**config.mk**
```make
export PLATFORM = sky130hd
export DESIGN_NAME = uart_tx
export DESIGN_NICKNAME = d
export VERILOG_FILES = /design/src/rtl/uart_pkg.sv /design/src/rtl/flex_counter.sv /design/src/rtl/uart_tx.sv
export SDC_FILE = /design/constraint.sdc
export NUM_CORES = 1
export LEC_CHECK = 0
export CAP_MARGIN = 5
export CELL_PAD_IN_SITES_DETAIL_PLACEMENT = 1
export CELL_PAD_IN_SITES_GLOBAL_PLACEMENT = 2
export CORE_MARGIN = 10
export CORE_UTILIZATION = 36
export CTS_CLUSTER_DIAMETER = 80
export DETAILED_ROUTE_END_ITERATION = 6
export PLACE_DENSITY = 0.85
export SLEW_MARGIN = 15
export SYNTH_ARGS = -nofsm -noshare
export SYNTH_HDL_FRONTEND = slang
export SYNTH_SLANG_ARGS = --single-unit
```
**constraint.sdc**
```tcl
create_clock -name clk -period 2.2 [get_ports clk]
set_input_delay 0.44 -clock clk [delete_from_list [all_inputs] [get_ports clk]]
set_output_delay 0.44 -clock clk [all_outputs]
set_load 0.05 [all_outputs]
```
**src/rtl/uart_pkg.sv**
```systemverilog
`default_nettype none
// ============================================================================
// Module      : uart_pkg
// Description : Definitions shared by the UART transmit and receive paths.
//               Contains the frame state encoding and the line levels for
//               idle and start.
// Revision    : 1.0 - initial release
// ============================================================================
package uart_pkg;

  typedef enum logic [2:0] {
    IDLE   = 3'd0,
    START  = 3'd1,
    DATA   = 3'd2,
    PARITY = 3'd3,
    STOP   = 3'd4
  } uart_state_e;

  localparam logic UART_IDLE_LEVEL  = 1'b1;
  localparam logic UART_START_LEVEL = 1'b0;

endpackage : uart_pkg
`default_nettype wire

```
**src/rtl/flex_counter.sv**
```systemverilog
`default_nettype none
// ============================================================================
// Module      : flex_counter
// Description : Programmable rollover counter. It counts 1..rollover_val
//               while enabled and then wraps back to 1. clear forces the count
//               to 0 and takes priority over count_enable.
//               rollover_flag is high in the cycle whose clock edge loads
//               rollover_val into the count.
// Ports       : clk           - rising-edge clock
//               n_rst         - asynchronous active-low reset
//               clear         - synchronous clear to 0
//               count_enable  - advance the count this cycle
//               rollover_val  - terminal count value
//               rollover_flag - strobe, one cycle per rollover period
// Revision    : 1.0 - initial release
// ============================================================================
module flex_counter #(
  parameter int NUM_CNT_BITS = 4
) (
  input  logic                    clk,
  input  logic                    n_rst,
  input  logic                    clear,
  input  logic                    count_enable,
  input  logic [NUM_CNT_BITS-1:0] rollover_val,
  output logic                    rollover_flag
);

  logic [NUM_CNT_BITS-1:0] count;
  logic [NUM_CNT_BITS-1:0] count_next;

  always_comb begin
    if (count == rollover_val) begin
      count_next = NUM_CNT_BITS'(1);
    end else begin
      count_next = count + NUM_CNT_BITS'(1);
    end
  end

  always_ff @(posedge clk or negedge n_rst) begin
    if (!n_rst) begin
      count <= '0;
    end else if (clear) begin
      count <= '0;
    end else if (count_enable) begin
      count <= count_next;
    end
  end

  // Flag the cycle that completes a full period. The period then ends on the
  // same edge that loads rollover_val, so the user advances in step.
  assign rollover_flag = count_enable && !clear && (count_next == rollover_val);

endmodule : flex_counter
`default_nettype wire

```
**src/rtl/uart_tx.sv**
```systemverilog
`default_nettype none
// ============================================================================
// Module      : uart_tx
// Description : UART serial transmitter. It accepts a word on tx_start while
//               idle and sends start bit, DATA_BITS data bits LSB first, an
//               optional even-parity bit and a stop bit. Each bit is held for
//               CLKS_PER_BIT clocks. All outputs are registered.
// Config      : define UART_TX_PARITY_EN to insert the even-parity bit.
// Ports       : clk        - rising-edge clock
//               n_rst      - asynchronous active-low reset
//               tx_data    - word to send, sampled on accepted tx_start
//               tx_start   - send request, ignored while tx_busy
//               serial_out - serial line, idle high
//               tx_busy    - frame in progress
//               tx_done    - one-cycle pulse after the stop bit
// Revision    : 1.0 - initial release
// ============================================================================
module uart_tx
  import uart_pkg::*;
#(
  parameter int CLKS_PER_BIT = 10,
  parameter int DATA_BITS    = 8
) (
  input  logic                 clk,
  input  logic                 n_rst,
  input  logic [DATA_BITS-1:0] tx_data,
  input  logic                 tx_start,
  output logic                 serial_out,
  output logic                 tx_busy,
  output logic                 tx_done
);

  localparam int CNT_W = $clog2(CLKS_PER_BIT + 1);
  localparam int BIT_W = $clog2(DATA_BITS + 1);
  localparam logic [CNT_W-1:0] PERIOD   = CNT_W'(CLKS_PER_BIT);
  localparam logic [BIT_W-1:0] LAST_BIT = BIT_W'(DATA_BITS - 1);

  uart_state_e          state;
  uart_state_e          state_next;
  logic [DATA_BITS-1:0] shift_reg;
  logic [DATA_BITS-1:0] shift_next;
  logic [BIT_W-1:0]     bit_cnt;
  logic [BIT_W-1:0]     bit_cnt_next;
  logic                 serial_next;
  logic                 done_next;
  logic                 bit_strobe;
  logic                 cnt_clear;
  logic                 cnt_enable;
`ifdef UART_TX_PARITY_EN
  logic                 parity_bit;
  logic                 parity_next;
`endif

  assign cnt_clear  = (state == IDLE);
  assign cnt_enable = (state != IDLE);

  flex_counter #(
    .NUM_CNT_BITS (CNT_W)
  ) u_period_cnt (
    .clk           (clk),
    .n_rst         (n_rst),
    .clear         (cnt_clear),
    .count_enable  (cnt_enable),
    .rollover_val  (PERIOD),
    .rollover_flag (bit_strobe)
  );

  // Next-state, datapath and output decode. Outputs are computed from the
  // next state so that they can be registered without adding a cycle of
  // latency to the line.
  always_comb begin
    state_next   = state;
    shift_next   = shift_reg;
    bit_cnt_next = bit_cnt;
    done_next    = 1'b0;
`ifdef UART_TX_PARITY_EN
    parity_next  = parity_bit;
`endif

    case (state)
      IDLE: begin
        if (tx_start) begin
          state_next = START;
          shift_next = tx_data;
`ifdef UART_TX_PARITY_EN
          // Parity is taken now because the shift register is consumed.
          parity_next = ^tx_data;
`endif
        end
      end
      START: begin
        if (bit_strobe) begin
          state_next = DATA;
        end
      end
      DATA: begin
        if (bit_strobe) begin
          shift_next = shift_reg >> 1;
          if (bit_cnt == LAST_BIT) begin
            bit_cnt_next = '0;
`ifdef UART_TX_PARITY_EN
            state_next   = PARITY;
`else
            state_next   = STOP;
`endif
          end else begin
            bit_cnt_next = bit_cnt + BIT_W'(1);
          end
        end
      end
`ifdef UART_TX_PARITY_EN
      PARITY: begin
        if (bit_strobe) begin
          state_next = STOP;
        end
      end
`endif
      STOP: begin
        if (bit_strobe) begin
          state_next = IDLE;
          done_next  = 1'b1;
        end
      end
      default: begin
        state_next = IDLE;
      end
    endcase

    case (state_next)
      START:   serial_next = UART_START_LEVEL;
      DATA:    serial_next = shift_next[0];
`ifdef UART_TX_PARITY_EN
      PARITY:  serial_next = parity_next;
`endif
      default: serial_next = UART_IDLE_LEVEL;
    endcase
  end

  always_ff @(posedge clk or negedge n_rst) begin
    if (!n_rst) begin
      state      <= IDLE;
      shift_reg  <= '0;
      bit_cnt    <= '0;
      serial_out <= UART_IDLE_LEVEL;
      tx_busy    <= 1'b0;
      tx_done    <= 1'b0;
    end else begin
      state      <= state_next;
      shift_reg  <= shift_next;
      bit_cnt    <= bit_cnt_next;
      serial_out <= serial_next;
      tx_busy    <= (state_next != IDLE);
      tx_done    <= done_next;
    end
  end

`ifdef UART_TX_PARITY_EN
  always_ff @(posedge clk or negedge n_rst) begin
    if (!n_rst) begin
      parity_bit <= 1'b0;
    end else begin
      parity_bit <= parity_next;
    end
  end
`endif

endmodule : uart_tx
`default_nettype wire

```
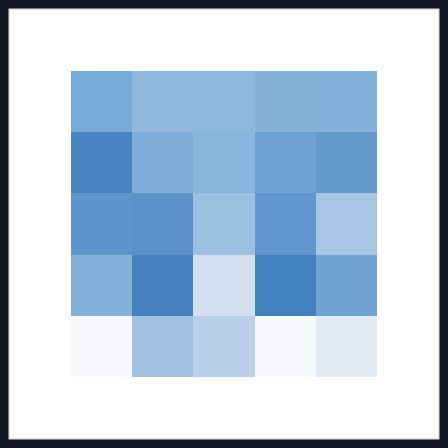
(run_1/density.png)
7 x 7 tiles, from white (low) to dark blue (high), 0 to 100% covered.
fullest tile: 67%
densest ninth of the die: center
mean over tiles: 22%
nearly empty tiles: 49%

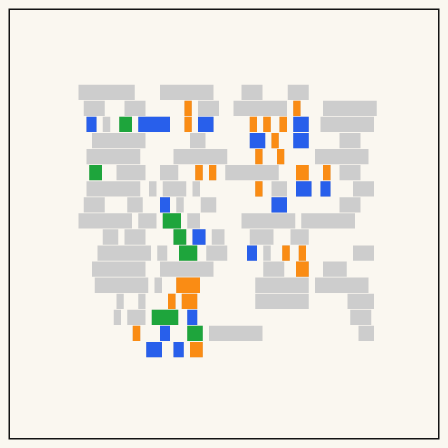
(run_1/gate_families.png)
legend:
  blue:
    family: inverting AOI/OAI gates
    cells: 16
    most_used: a22oi_1
  orange:
    family: NAND gates
    cells: 22
    most_used: nand2_1
  green:
    family: AND and OR gates
    cells: 7
    most_used: or3_1
Top cell excl fill/tap: dfrtp_1
Finished Layout Cells: 139
Comb area share: 34.4%

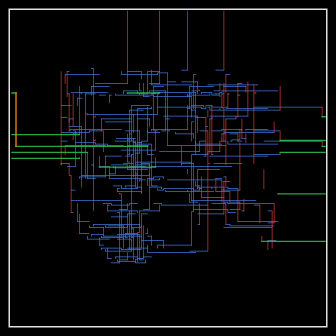
(run_1/metal_stack.png)
legend:
  red:
    layer: met2
    wire_length: 882 microns
  green:
    layer: met3
    wire_length: 147 microns
  orange:
    layer: met4
    wire_length: 12.2 microns
  blue:
    layer: met1
    wire_length: 1040 microns

==> flow_summary.ini, run 1 <==
; yosys + openroad results
[floorplanning]
die_y_microns = 72.4
dieArea_sq_mm = 0.00524
coreArea_sq_mm = 0.00254

[route]
vias_per_cell = 5.16
wl_per_cell_microns = 15.0
route.detailed.drc = 0
drt-initial-drc-count = 23

[final_layout]
logic_area_sq_um = 412
largest_reg_flops = 8
diodes = 0
layout.nets = 122
drive_gt1_share_pct = 11.9
mostFrequentLayoutCells = dfrtp_1, nand2_1, clkdlybuf4s50_1

[global_routing]
met3_usage_pct = 4.63
grtUsageTotal_pct = 8.55
grt_max_degree = 23
antenna_found_initial = 0
grt_pass1_vias = 755
grt_pass1_wl_microns = 3630
use_met2_pct = 12.9
busiest_layer = met2

[flow_run]
maxCapViolCount = 0

[timing]
fin_crit_ps = 2070
fmaxAchievable_mhz = 482
drv_slew = 0
finalHoldViolCount = 0
tns_ps = 0
rsz0062_at_grt = false
setup_violations = 0

[critical_path]
cp-start-kind = flip-flop
slowest_stage = clkdlybuf4s50_1
critPathMaxStageDelay_ps = 800
cp-end-kind = primary output
path_buffers = 1

[power_and_ir_drop]
p_clk_share_pct = 17.7
sequentialPowerShare_pct = 51.9
p_int_uw = 808
power.net_switching_uw = 429

[yosys]
avgSynthCellArea_sq_um = 10.7
synth.most_common_cell = dfrtp_1
synthCells = 92
synthArstFlopShare_pct = 100
top_cell_area_share_pct = 53.2
yosysWarnings = 0

[cts]
root_buffer = clkbuf_4
cts_tree = yes

[placement]
dp_hpwl_microns = 1530
portBuffers = 13
post-place-ws_ps = 276

[run_status]
status = complete, no violations
==> run 1: per-stage QoR <==
stage               utilization (%)  hold slack, ps  std cells  total power [uW]
global route                   47.1             460        139              1340
CTS                            47.1             469        139              1260
finish                         47.1             461        139              1240
detailed placement             45.6             467        135              1030
floorplan                         -             144         92               897
global placement               45.6             461        135              1010
==> run 1: worst register-to-register path: stages (launching register included) <==
cell,delay [ps]
dfrtp_1,460
and4bb_1,330
and4_1,460
mux2_2,380
==> run 1: path summary, 6_finish.rpt <==
check                           cells after the start            to                  start  slack [ps]
worst min register to register                      2  shift_reg[0]           shift_reg[0]         480
worst max register to register                      3    bit_cnt[1]  u_period_cnt.count[1]         470
max in group asynchronous                           2    serial_out                  n_rst        1440
worst max-delay path                                1    serial_out             serial_out         130
min in group clk                                    2  shift_reg[0]           shift_reg[0]         480
worst min-delay path                                2    bit_cnt[1]                  n_rst         460
==> run 1: layer usage <==
layer,vias up,share of wire (%)
li1,359,-
met1,342,50
met2,14,42
met3,2,7.0
met4,0,0.58
met5,-,0
==> run 1: power by group through the flow <==
stage                     logic, uW  clock network (uW)  registers [uW]
final                           376                 220             642
after global placement          371                   0             643
after CTS                       384                 230             641
after global routing            429                 253             655
after detailed placement        382                   0             646
after floorplan                 229                   0             668
==> run 1: area by class of cell <==
cell class              instances  share of cell area (%)
clock buffers                   4                    3.03
inverters                       4                    1.25
well taps                      30                    3.13
repair buffers                 15                    12.1
flip-flops and latches         22                    46.1
multi-input cells              64                    34.4
==> run 1: kinds of logic after synthesis <==
family	Yosys count	synth area share, %
xor gates and xnor gates	2	1.77
DFF	22	55.8
and+or+nand+nor	40	22.3
AOI/OAI and AO/OA	18	13.0
muxes	3	3.29
buffers and inverters	6	2.53
adders and majority gates	1	1.27
==> run_1/met2.png <==
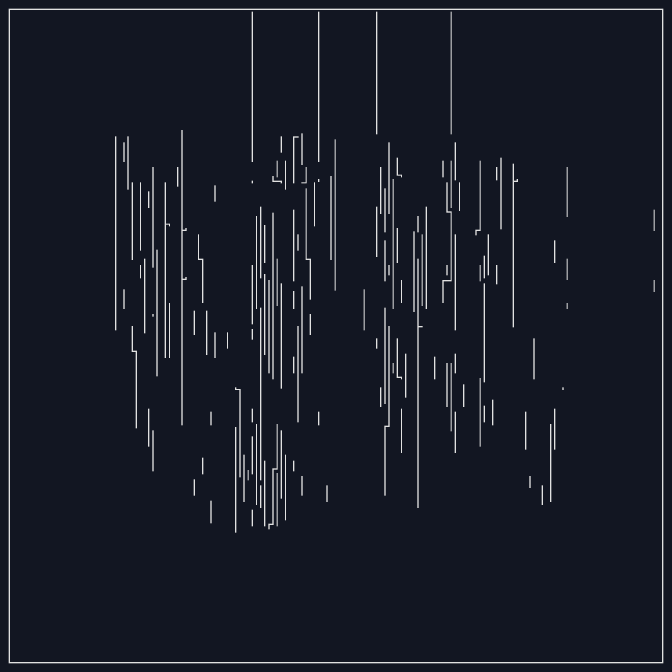

## Run 2: what changed since run 1
--- a/config.mk
+++ b/config.mk
@@ -9,10 +9,11 @@
 export CELL_PAD_IN_SITES_DETAIL_PLACEMENT = 1
 export CELL_PAD_IN_SITES_GLOBAL_PLACEMENT = 2
 export CORE_MARGIN = 10
-export CORE_UTILIZATION = 36
+export CORE_UTILIZATION = 30
 export CTS_CLUSTER_DIAMETER = 80
 export DETAILED_ROUTE_END_ITERATION = 6
-export PLACE_DENSITY = 0.85
+export PLACE_DENSITY = 0.76
+export SKIP_LAST_GASP = 1
 export SLEW_MARGIN = 15
 export SYNTH_ARGS = -nofsm -noshare
 export SYNTH_HDL_FRONTEND = slang
==> constraint.sdc (replaced) <==
create_clock -name clk -period 1.7 [get_ports clk]
set_input_delay 0.34 -clock clk [delete_from_list [all_inputs] [get_ports clk]]
set_output_delay 0.34 -clock clk [all_outputs]
set_load 0.05 [all_outputs]
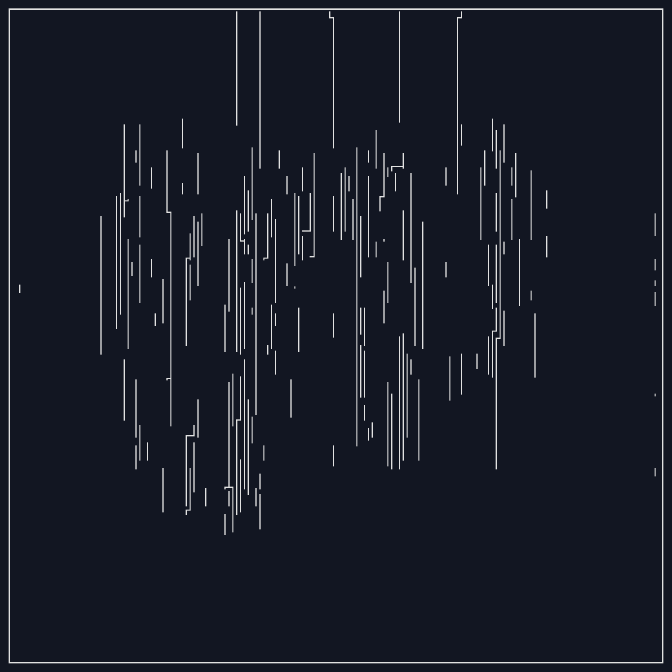
(run_2/met2.png)
nets with wire on the layer: 113
longest straight run: 35.4 microns
via count: 767
WL final: 2150 microns
met2 Track Usage GR: 12.4%

==> run 2 against run 1 <==
Against the previous run:
- register-to-register slack worse by 370 ps
- sequential share of layout area is 2.5 points lower
- count of clock-buffer cells in the layout did not move
- critical path depth grew 3
- setup slack lost 26 ps
- global-route usage down 0.63 points
- sequential power grew 28%
- clock skew shrank 5.3 ps
- hold slack got worse by 96 ps
- flip-flop count is the same
- critical path type is now flip-flop to flip-flop
- largest cell class unchanged
==> flow_summary.ini, run 2 <==
; yosys + openroad results
[floorplanning]
coreArea_sq_mm = 0.00310
die_y_microns = 77.4
dieArea_sq_mm = 0.00599

[critical_path]
cp-start-kind = flip-flop
cp-end-kind = flip-flop
critPathMaxFanout = 5

[run_status]
status = complete, no violations

[global_routing]
grtUsageTotal_pct = 7.91
antenna_found_initial = 0
grt_pass1_wl_microns = 3920
grt_max_degree = 23

[route]
route.detailed.drc = 0
vias_per_cell = 4.82
drt-initial-drc-count = 43
wl_per_cell_microns = 13.5
drtPass1Iterations = 4

[yosys]
fa_ha_area_share_pct = 1.27
avgSynthCellArea_sq_um = 10.7
synth-xor-area-share_pct = 1.77
synth.most_common_cell = dfrtp_1
ys_sh_simple_pct = 22.3
synth-compound-area-share_pct = 13.0
ys_top_logic_family = simple AND/OR/NAND/NOR gates
ys_sh_mux_pct = 3.29
top_cell_area_share_pct = 53.2
yosysWarnings = 0
synthArstFlopShare_pct = 100
synthCells = 92

[final_layout]
drive_gt1_share_pct = 20.0
diodes = 0
logic_area_sq_um = 413
layout_top_cell = dfrtp_1
area_delta_synth_final_pct = 28.1
mostFrequentLayoutCells = dfrtp_1, nand2_1, clkdlybuf4s50_1, buf_4, a22oi_1
fin_util_pct = 40.8
layout.nets = 128

[power_and_ir_drop]
total_power_uw = 1660

[timing]
fin_crit_ps = 1600
finalHoldViolCount = 0
hold_ws_ps = 364
setup_violations = 0
relSlewSlack_pct = 69.4
rsz0062_at_grt = true
fmaxAchievable_mhz = 625
drv_slew = 0

[flow_run]
maxCapViolCount = 0

[placement]
dp_hpwl_microns = 1690
portBuffers = 13

[cts]
root_buffer = clkbuf_4
cts_tree = yes
clkSinkCount = 22
-- run 2: netlist changes by cell type in the layout (fill, tap and decap cells not counted) --
cell,change
clkdlybuf4s50_1,-3
and4_1,-1
and4_2,+1
buf_12,+1
buf_4,+8
-- run 2: metrics by stage --
step,TNS (ps),instance area [sq um],cells,setup slack (ps)
finish,0,1270,159,99.8
floorplan,0,988,92,203
global placement,0,1230,155,17.6
CTS,0,1260,159,29.9
detailed placement,-42.2,1230,155,-25.5
global route,-26.7,1270,159,-26.7
-- run 2: what timing repair did --
action	CTS	global route
gates resized	0	1
setup endpoints to repair	0	2
hold buffers	0	0
-- run 2: worst paths after layout --
path                                        from            to  slack, ps  cells past startpoint
max in group asynchronous                  n_rst    serial_out       1050                      2
hold / removal                             n_rst       tx_done        360                      2
setup / recovery           u_period_cnt.count[2]       tx_busy        100                      4
setup reg to reg           u_period_cnt.count[2]       tx_busy        100                      4
min in group clk                    shift_reg[6]  shift_reg[6]        490                      2
hold reg to reg                     shift_reg[6]  shift_reg[6]        490                      2
-- run 2: layer usage --
metal,vias to the layer above,routed length [microns],global-route usage (%)
met5,-,0,0
met4,0,23,2.19
li1,374,-,-
met1,376,1040,9.95
met2,12,1010,12.4
met3,5,73,3.00
-- run 2: report_power, final --
part | switching [uW] | total (uW) | internal (uW) | leakage (uW)
registers | 128 | 819 | 691 | 0.000279
logic | 283 | 557 | 274 | 0.000274
clock network | 153 | 284 | 131 | 0.0000210
total | 563 | 1660 | 1100 | 0.000574
-- run 2: area by class of cell --
type	instances	share of cell area, %
clock buffer	4	2.87
tap	44	4.35
inverter	4	1.19
sequential	22	43.6
timing repair buffer	21	15.4
multi-input combinational	64	32.6
-- run 2: critical path: stages (launching register included) --
cell       delay, ps
dfrtp_1          430
nand4bb_1        310
nor3_2           230
o22ai_1          150
or3_1            360
==> run_2/gate_families.png <==
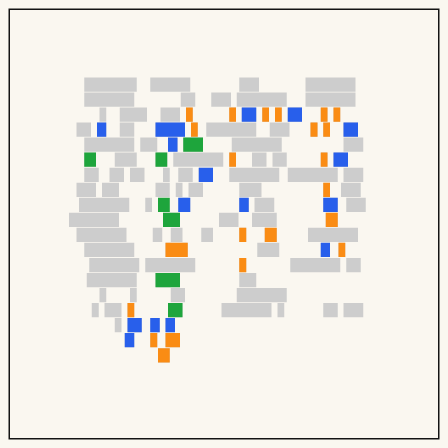

## Run 3: what changed since run 2
--- a/config.mk
+++ b/config.mk
@@ -8,9 +8,10 @@
 export CAP_MARGIN = 5
 export CELL_PAD_IN_SITES_DETAIL_PLACEMENT = 1
 export CELL_PAD_IN_SITES_GLOBAL_PLACEMENT = 2
+export CORE_ASPECT_RATIO = 1.5
 export CORE_MARGIN = 10
 export CORE_UTILIZATION = 30
-export CTS_CLUSTER_DIAMETER = 80
+export CTS_CLUSTER_DIAMETER = 60
 export DETAILED_ROUTE_END_ITERATION = 6
 export PLACE_DENSITY = 0.76
 export SKIP_LAST_GASP = 1
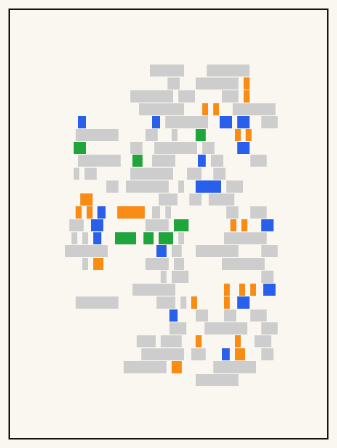
(run_3/gate_families.png)
legend:
  blue:
    family: inverting AOI/OAI gates
    cells: 16
    most_used: a22oi_1
  green:
    family: AND and OR gates
    cells: 7
    most_used: or3_1
    where: center
  orange:
    family: NAND gates
    cells: 22
    most_used: nand2_1
Finished Layout Cells: 158
Comb area share: 32.5%

==> run 3 against run 2 <==
Against the previous run:
- maximum frequency shrank 0.23%
- global-route usage grew 0.23 points
- synthesized area is the same
- clock skew fell by 2.8 ps
- die area increased by 0.79%
- critical endpoint is now bit_cnt[1]
- largest power group unchanged
==> flow_summary.ini, run 3 <==
; yosys + openroad results
[cts]
clkSinkCount = 22
holdBufCountCts = 0
root_buffer = clkbuf_8
cts_tree = yes

[power_and_ir_drop]
p_int_uw = 1170
sw_frac_of_total_pct = 33.2
power.net_switching_uw = 583
p_clk_share_pct = 18.4
total_power_uw = 1750
sequentialPowerShare_pct = 47.2
combPwrFrac_pct = 34.4

[critical_path]
critPathMaxStageDelay_ps = 420
crit_family = simple AND/OR/NAND/NOR gates
reg2reg_from = u_period_cnt.count[2]
crit_chain = and4bb_1, and4_1, mux2_2
critical_path_depth = 3
reg2reg_depth = 3
critPathMaxFanout = 6
crit_type = flip-flop to flip-flop
r2r_end = bit_cnt[1]
cp-start-kind = flip-flop
path_buffers = 0
cp-end-kind = flip-flop
slowest_stage = dfrtp_1
rrSetupSlack_ps = 100

[route]
route.detailed.drc = 0
num_vias = 780
drtPass1Iterations = 2
met2WireLength_microns = 1230
wl_per_cell_microns = 14.2
wl_met3_microns = 115
top_layer = met4
drt-initial-drc-count = 22
wl_met1_microns = 881
vias_per_cell = 4.94
drt_wl_total_microns = 2250

[global_routing]
busiest_layer = met2
grtUsageTotal_pct = 8.15
grt_use_met1_pct = 9.04
grt_pass1_wl_microns = 3970
antenna_found_initial = 0
grt_max_degree = 23
met3_usage_pct = 2.24
use_met2_pct = 13.7

[final_layout]
mostFrequentLayoutCells = dfrtp_1, nand2_1, buf_4
diodes = 0
area_delta_synth_final_pct = 31.8
drive_gt1_share_pct = 22.0
layout_top_cell = dfrtp_1
fillCellCount = 372
layout.nets = 131

[yosys]
syn-num-nets = 104
yosysWarnings = 0
synthArstFlopShare_pct = 100
yosys-top-cells-count = dfrtp_1, nand2_1, a22oi_1
top_cell_area_share_pct = 53.2
synthCells = 92
avgSynthCellArea_sq_um = 10.7
yosysTopAreaCell = dfrtp_1
synth.most_common_cell = dfrtp_1

[timing]
rsz0062_at_grt = true
setup_violations = 0
drv_slew = 0
hold_ws_ps = 425
fin_crit_ps = 1600
finalHoldViolCount = 0
fmaxAchievable_mhz = 623
tns_ps = 0
relSlewSlack_pct = 66.2

[floorplanning]
die_y_microns = 90.3
dieArea_sq_mm = 0.00604

[run_status]
status = complete, no violations

[placement]
dp_hpwl_microns = 1830
portBuffers = 13
gp_congestion = 0.732

[flow_run]
maxCapViolCount = 0
run 3: cell type report:
class / count / area (sq um) / share of cell area (%)
Sequential cell: 22 / 552 / 42.4
Tap cell: 40 / 50.0 / 3.84
Clock buffer: 4 / 45.0 / 3.46
Multi-Input combinational cell: 64 / 423 / 32.5
Timing Repair Buffer: 24 / 218 / 16.7
Inverter: 4 / 15.0 / 1.15
run 3: cells by family (layout without fill, tap and decap cells):
kind of cell    Yosys count  count (layout)  synth area share (%)
simple gates             40              40                  22.3
flops                    22              22                  55.8
compound gates           18              18                  13.0
buf+inv                   6              32                  2.53
mux                       3               3                  3.29
xor+xnor                  2               2                  1.77
fa+ha+maj                 1               1                  1.27
run 3: per-stage QoR:
stage / instances / util (%) / cell area, sq um / worst slack [ps]
floorplan: 92 / - / 988 / 203
global placement: 154 / 39.4 / 1250 / -98.5
detailed placement: 154 / 39.4 / 1250 / -176
CTS: 158 / 40.9 / 1290 / 45.3
global route: 158 / 41.2 / 1300 / -31.5
finish: 158 / 41.2 / 1300 / 96.1
run 3: worst max path at each step:
stage	start	end	slack, ps
global route	u_period_cnt.count[2]	tx_busy	-30
floorplan	u_period_cnt.count[1]	bit_cnt[1]	200
global placement	tx_start	serial_out	-100
detailed placement	tx_start	serial_out	-180
CTS	u_period_cnt.count[2]	tx_busy	50
finish	u_period_cnt.count[2]	bit_cnt[1]	100
run 3: power by group through the flow:
stage	logic, uW	registers [uW]	clock network [uW]
floorplan	297	865	0
global placement	593	825	0
global route	690	856	361
finish	603	829	323
CTS	614	827	338
detailed placement	612	836	0
run 3: timing repair:
item | CTS | global route
buffers inserted | 0 | 0
resized | 0 | 2
endpoints found under the setup margin | 0 | 5
run 3: worst register-to-register path, stage by stage, from the launching register on:
cell and delay [ps]:
dfrtp_1 420, and4bb_1 340, and4_1 370, mux2_2 370
Power is estimated from default activity; no workload was simulated.
